<file path="src/rtl/pipemdu_pkg.sv">
// pipemdu_pkg: shared constants for the EX-stage multiply/divide unit.
//   - MDU op encodings carried on eop
//   - FSM state type
//   - iteration count of the shift/add and restoring-divide loops
package pipemdu_pkg;

    localparam logic [1:0] MDU_MULT  = 2'b00;
    localparam logic [1:0] MDU_MULTU = 2'b01;
    localparam logic [1:0] MDU_DIV   = 2'b10;
    localparam logic [1:0] MDU_DIVU  = 2'b11;

    localparam int unsigned MDU_ITERS = 32;

    typedef enum logic [1:0] {
        IDLE = 2'd0,
        ITER = 2'd1,
        FIX  = 2'd2
    } mdu_state_e;

endpackage

</file>
<file path="src/rtl/pipemdu_if.sv">
// pipemdu_if: E-stage request / HI-LO response bundle between the pipeline and the MDU.
//   master (pipeline): estart, eop, emthi, emtlo, ea, eb, duse -> ; <- hi, lo, busy, mdstall
//   slave  (MDU)     : the reverse directions
interface pipemdu_if #(
    parameter int unsigned WIDTH = 32
);
    logic             estart;
    logic [1:0]       eop;
    logic             emthi;
    logic             emtlo;
    logic [WIDTH-1:0] ea;
    logic [WIDTH-1:0] eb;
    logic             duse;
    logic [WIDTH-1:0] hi;
    logic [WIDTH-1:0] lo;
    logic             busy;
    logic             mdstall;

    modport master (
        output estart, eop, emthi, emtlo, ea, eb, duse,
        input  hi, lo, busy, mdstall
    );

    modport slave (
        input  estart, eop, emthi, emtlo, ea, eb, duse,
        output hi, lo, busy, mdstall
    );
endinterface

</file>
<file path="src/rtl/mdu_negate.sv">
// mdu_negate: conditional two's-complement negate, used for operand magnitudes and result fixup.
//   value  in  W  operand
//   enable in  1  negate when high, pass through otherwise
//   result out W  enable ? -value : value (modulo 2^W)
module mdu_negate #(
    parameter int unsigned W = 32
) (
    input  logic [W-1:0] value,
    input  logic         enable,
    output logic [W-1:0] result
);

    localparam logic [W-1:0] ONE = {{(W-1){1'b0}}, 1'b1};

    assign result = enable ? (~value + ONE) : value;

endmodule

</file>
<file path="src/rtl/pipemdu.sv">
// pipemdu: iterative 32-cycle multiply/divide unit with HI/LO for the EX stage.
//   clock, reset : posedge clock, synchronous active-high reset
//   bus (slave)  : estart/eop start an op, emthi/emtlo write ea to HI/LO while idle,
//                  duse flags a D-stage HI/LO user; hi/lo/busy out, mdstall = busy & duse
// Ops run on magnitudes and the sign is applied in a single FIX cycle after 32 iterations.
module pipemdu
    import pipemdu_pkg::*;
#(
    parameter int unsigned WIDTH = 32
) (
    input  logic      clock,
    input  logic      reset,
    pipemdu_if.slave  bus
);

    localparam int unsigned W2 = 2 * WIDTH;
    localparam int unsigned CW = $clog2(MDU_ITERS);
    localparam logic [CW-1:0] CNT_LAST = CW'(MDU_ITERS - 1);
    localparam logic [CW-1:0] CNT_ONE  = CW'(1);

    mdu_state_e       state_q, state_d;
    logic [CW-1:0]    cnt_q, cnt_d;
    logic [W2-1:0]    acc_q, acc_d;     // {acc, multiplier} or {rem, quot}
    logic [WIDTH-1:0] opb_q, opb_d;     // multiplicand or divisor magnitude
    logic             negq_q, negq_d;
    logic             negr_q, negr_d;
    logic             isdiv_q, isdiv_d;
    logic             divz_q, divz_d;
    logic [WIDTH-1:0] hi_q, hi_d;
    logic [WIDTH-1:0] lo_q, lo_d;

    // Start decode
    logic op_signed, op_div;
    assign op_signed = (bus.eop == MDU_MULT) || (bus.eop == MDU_DIV);
    assign op_div    = (bus.eop == MDU_DIV)  || (bus.eop == MDU_DIVU);

    logic [WIDTH-1:0] a_mag, b_mag;

    mdu_negate #(.W(WIDTH)) u_neg_a (
        .value  (bus.ea),
        .enable (op_signed & bus.ea[WIDTH-1]),
        .result (a_mag)
    );

    mdu_negate #(.W(WIDTH)) u_neg_b (
        .value  (bus.eb),
        .enable (op_signed & bus.eb[WIDTH-1]),
        .result (b_mag)
    );

    // Result fixup
    logic [W2-1:0]    prod_fix;
    logic [WIDTH-1:0] quot_fix, rem_fix;

    mdu_negate #(.W(W2)) u_neg_prod (
        .value  (acc_q),
        .enable (negq_q),
        .result (prod_fix)
    );

    // Divide by zero keeps the all-ones quotient unsigned-looking.
    mdu_negate #(.W(WIDTH)) u_neg_quot (
        .value  (acc_q[WIDTH-1:0]),
        .enable (negq_q & ~divz_q),
        .result (quot_fix)
    );

    // For x/0 the remainder is |ea|; negating it when ea < 0 restores ea exactly.
    mdu_negate #(.W(WIDTH)) u_neg_rem (
        .value  (acc_q[W2-1:WIDTH]),
        .enable (negr_q),
        .result (rem_fix)
    );

    // Iteration step datapath
    logic [WIDTH:0]   mul_sum;
    logic [WIDTH-1:0] rem_sh, rem_sub;
    logic             rem_carry, rem_ge;

    assign mul_sum   = {1'b0, acc_q[W2-1:WIDTH]} + {1'b0, opb_q};
    // Shifted remainder is WIDTH+1 bits: carry out of the top plus rem_sh.
    assign rem_carry = acc_q[W2-1];
    assign rem_sh    = {acc_q[W2-2:WIDTH], acc_q[WIDTH-1]};
    assign rem_ge    = rem_carry | (rem_sh >= opb_q);
    assign rem_sub   = rem_sh - opb_q;  // true difference is < 2^WIDTH whenever rem_ge

    always_comb begin
        state_d = state_q;
        cnt_d   = cnt_q;
        acc_d   = acc_q;
        opb_d   = opb_q;
        negq_d  = negq_q;
        negr_d  = negr_q;
        isdiv_d = isdiv_q;
        divz_d  = divz_q;
        hi_d    = hi_q;
        lo_d    = lo_q;

        unique case (state_q)
            IDLE: begin
                if (bus.estart) begin
                    acc_d   = {{WIDTH{1'b0}}, a_mag};
                    opb_d   = b_mag;
                    negq_d  = op_signed & (bus.ea[WIDTH-1] ^ bus.eb[WIDTH-1]);
                    negr_d  = op_signed & op_div & bus.ea[WIDTH-1];
                    isdiv_d = op_div;
                    divz_d  = op_div & (bus.eb == '0);
                    cnt_d   = '0;
                    state_d = ITER;
                end else begin
                    if (bus.emthi) hi_d = bus.ea;
                    if (bus.emtlo) lo_d = bus.ea;
                end
            end

            ITER: begin
                if (isdiv_q) begin
                    acc_d = rem_ge ? {rem_sub, acc_q[WIDTH-2:0], 1'b1}
                                   : {rem_sh,  acc_q[WIDTH-2:0], 1'b0};
                end else begin
                    acc_d = acc_q[0] ? {mul_sum, acc_q[WIDTH-1:1]}
                                     : {1'b0, acc_q[W2-1:WIDTH], acc_q[WIDTH-1:1]};
                end
                cnt_d = cnt_q + CNT_ONE;
                if (cnt_q == CNT_LAST) state_d = FIX;
            end

            FIX: begin
                if (isdiv_q) begin
                    hi_d = rem_fix;
                    lo_d = quot_fix;
                end else begin
                    hi_d = prod_fix[W2-1:WIDTH];
                    lo_d = prod_fix[WIDTH-1:0];
                end
                state_d = IDLE;
            end

            default: state_d = IDLE;
        endcase
    end

    always_ff @(posedge clock) begin
        if (reset) begin
            state_q <= IDLE;
            cnt_q   <= '0;
            acc_q   <= '0;
            opb_q   <= '0;
            negq_q  <= 1'b0;
            negr_q  <= 1'b0;
            isdiv_q <= 1'b0;
            divz_q  <= 1'b0;
            hi_q    <= '0;
            lo_q    <= '0;
        end else begin
            state_q <= state_d;
            cnt_q   <= cnt_d;
            acc_q   <= acc_d;
            opb_q   <= opb_d;
            negq_q  <= negq_d;
            negr_q  <= negr_d;
            isdiv_q <= isdiv_d;
            divz_q  <= divz_d;
            hi_q    <= hi_d;
            lo_q    <= lo_d;
        end
    end

    assign bus.hi      = hi_q;
    assign bus.lo      = lo_q;
    assign bus.busy    = (state_q != IDLE);
    assign bus.mdstall = (state_q != IDLE) & bus.duse;

endmodule

</file>
<file path="src/flat_wrapper.sv">
// flat-port wrapper written by rule: the top's interface ports become plain ports
module pipemdu_flat import pipemdu_pkg::*;
#(
    parameter int unsigned WIDTH = 32
)
  (clock, reset, bus_estart, bus_eop, bus_emthi, bus_emtlo, bus_ea, bus_eb, bus_duse, bus_hi, bus_lo, bus_busy, bus_mdstall);
  pipemdu_if #(.WIDTH(WIDTH)) bus_i ();
  input  logic clock;
  input  logic reset;
  input wire logic [$bits(bus_i.estart)-1:0] bus_estart;
  input wire logic [$bits(bus_i.eop)-1:0] bus_eop;
  input wire logic [$bits(bus_i.emthi)-1:0] bus_emthi;
  input wire logic [$bits(bus_i.emtlo)-1:0] bus_emtlo;
  input wire logic [$bits(bus_i.ea)-1:0] bus_ea;
  input wire logic [$bits(bus_i.eb)-1:0] bus_eb;
  input wire logic [$bits(bus_i.duse)-1:0] bus_duse;
  output wire logic [$bits(bus_i.hi)-1:0] bus_hi;
  output wire logic [$bits(bus_i.lo)-1:0] bus_lo;
  output wire logic [$bits(bus_i.busy)-1:0] bus_busy;
  output wire logic [$bits(bus_i.mdstall)-1:0] bus_mdstall;
  assign bus_i.estart = bus_estart;
  assign bus_i.eop = bus_eop;
  assign bus_i.emthi = bus_emthi;
  assign bus_i.emtlo = bus_emtlo;
  assign bus_i.ea = bus_ea;
  assign bus_i.eb = bus_eb;
  assign bus_i.duse = bus_duse;
  assign bus_hi = bus_i.hi;
  assign bus_lo = bus_i.lo;
  assign bus_busy = bus_i.busy;
  assign bus_mdstall = bus_i.mdstall;
  pipemdu #(.WIDTH(WIDTH)) u_core (.clock(clock), .reset(reset), .bus(bus_i));
endmodule
</file>
<file path="config.mk">
export PLATFORM = sky130hd
export DESIGN_NAME = pipemdu_flat
export DESIGN_NICKNAME = d
export VERILOG_FILES = /design/src/rtl/pipemdu_pkg.sv /design/src/rtl/pipemdu_if.sv /design/src/rtl/mdu_negate.sv /design/src/rtl/pipemdu.sv /design/src/flat_wrapper.sv
export SDC_FILE = /design/constraint.sdc
export NUM_CORES = 1
export LEC_CHECK = 0
export ABC_CLOCK_PERIOD_IN_PS = 9100
export CAP_MARGIN = 20
export CORE_MARGIN = 2
export CORE_UTILIZATION = 40
export DETAILED_ROUTE_END_ITERATION = 7
export HOLD_SLACK_MARGIN = 0.03
export PLACE_DENSITY = 0.68
export SYNTH_ARGS = -nofsm -noshare
export SYNTH_HDL_FRONTEND = slang
export SYNTH_SLANG_ARGS = --single-unit
</file>
<file path="constraint.sdc">
create_clock -name clock -period 9.1 [get_ports clock]
set_clock_uncertainty 0.15 [all_clocks]
set_input_delay 1.82 -clock clock [delete_from_list [all_inputs] [get_ports clock]]
set_output_delay 1.82 -clock clock [all_outputs]
set_load 0.01 [all_outputs]
</file>
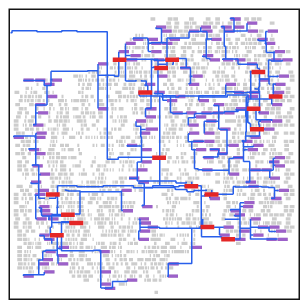
*Clock network drawn from the DEF*
(1.5 px per µm)
Key: clock drivers = red [count 17]; clock wires = blue [length 2690 µm]; flip-flops = purple [count 171]
Position of the flops: all over the die. There are 18 routed clock nets.
clk ins delay skew pair: 0.47 ns
power in the clock group: 0.795 mW
clock network fraction of total power: 32.4%

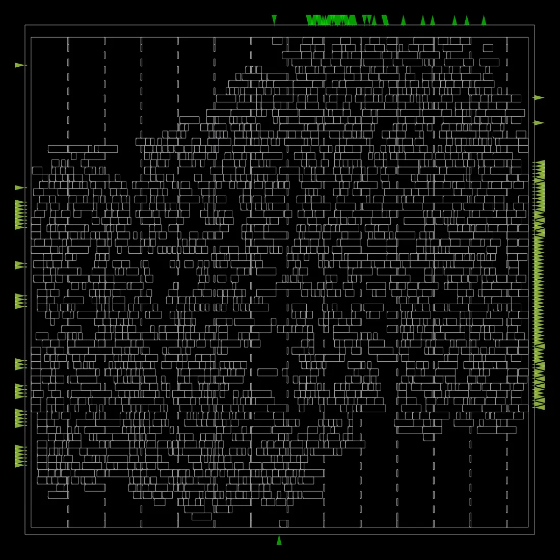
*Placed standard cells*
row cnt: 68
core area: 34700 µm²
flop count: 171

==> deck_impl_summary.md <==
Key Metrics from the Run

Synth
  – Top-area cell share: between 20 and 25%
  – Mapped cell area: roughly 14000 µm²
  – Ao+oa area frac: between 20 and 30%
  – Post-Syn Area per Cell: 7.57 µm²
  – YS warnings: 0
  – Adder share: 6.46%
  – Synth Area in XOR/XNOR: between 10% and 20%
  – Chip Area, Yosys: about 14000 µm²
  – Syn Nets: just over 2000
  – Synth Flop Type: dfxtp_1
  – Yosys simple share: roughly 21%
  – Logic family by area: AND-OR/OR-AND gates
  – Post-synth top cells: nor2_1, dfxtp_1, a21oi_1
  – Synth mux share: under 10%
  – Fraction of registers with async set/reset: 0%
  – Synth area leader: dfxtp_1
  – EDFF count, synth: 0

Critical path
  – Reg2Reg Capture Point: u_core.acc_q[60]
  – FF-to-FF Start: u_core.acc_q[31]
  – Critical Path Start Type: input port
  – Crit path capture: u_core.acc_q[28]
  – Slowest stage delay, CP: 0.76 ns
  – CP Max Fanout: 6
  – Levels on crit path: 9
  – Worst Path Buf+Inv: 1

GRT
  – M3 GR Usage: 5.56%
  – First-pass GRT wire length: around 76 mm
  – Initial antenna violation count: 0
  – GRT Total Usage: 26.3%
  – Grt total ovfl: 0
  – Vias in the first global route: 13600
  – Most used routing layer: met2
  – GR Util met2: a little over two fifths

Worst hold path
  – Hold path endpoint: u_core.cnt_q[3]
  – Worst Hold Class: reg -> reg
  – Hold path depth: 1
  – HP Start: u_core.cnt_q[3]

Detailed routing
  – # DRC: 0
  – Met1 WL: roughly 21 mm
  – WL final: 49.0 mm
  – Wire length on met3: 4.00 mm
  – Vias/cell: 6.21
  – DR WL met2: approximately 22 mm
  – DRT iter0 DRCs: approximately 1300

Final layout
  – Layout cell share with drive strength beyond 1: 4.77%
  – Reg with most FFs: u_core.acc_q
  – Final instance area: about 16000 µm²
  – Number of flip-flops under the largest register name: ~64
  – Layout area overhead: 15.2%
  – Top Layout Cells: nor2_1, dfxtp_1, a21oi_1
  – Commonest Layout Cell: nor2_1

STA
  – Headroom to the max-slew limit: 37.9%
  – Min cycle time layout: 4.98 ns
  – Max frequency: between 200 and 250 MHz
  – Measured slew at the worst slew-check pin: roughly 0.93 ns
  – Setup violators final: 0
  – TNS Setup: 0 ns
  – Max Slew Vio Count: 0

Pwr
  – Leak: a little over 6 nW
  – PD cells: approximately 150 nW/µm²
  – Total power: 2.46 mW

Clocking
  – TritonCTS clock tree: yes
  – Clock Pin Slew Worst Setup and Hold Paths: about 0.08 ns
  – Post-CTS setup buffers: 0
  – Total CTS buffers: 17
  – Post-cts resize count: 0
  – H-tree levels: 4
  – CTS hold repair buffers: 0

Flow run
  – Log Warnings: 26
  – Max-Cap Viols: 0

Floorplanning
  – Die ar.: 37000 µm²
  – I/O pins: ~140
  – Initial Utilization: slightly above 40%

Placed design
  – RD Place Congestion: between 0.9 and 1
  – Placement Cell Area: 15700 µm²

Outcome
  – Outcome: finished clean
-- stage by stage --
step	hold WS (ns)	util, %	std cells	setup WS, ns
floorplan	0.279	-	1875	4.78
global placement	0.296	45.2	2331	3.80
detailed placement	0.296	45.2	2331	3.72
CTS	0.313	47.0	2363	4.19
global route	0.330	47.1	2364	3.83
finish	0.312	47.1	2365	4.12
-- area by class of cell --
type,instances,area (µm²)
flip-flops and latches,171,3430
well taps,455,569
clock buffers,17,425
fillers,3473,18400
inverters,59,221
multi-input cells,1494,9990
diodes,1,2.50
repair buffers,153,1510
clock inverters,15,199
-- power by group --
part,internal [mW],leakage [nW],switching (mW)
registers,0.795,1.40,0.0789
clock network,0.383,0.303,0.412
logic,0.318,4.50,0.469
total,1.50,6.20,0.960
Power and IR drop assume default switching activity.
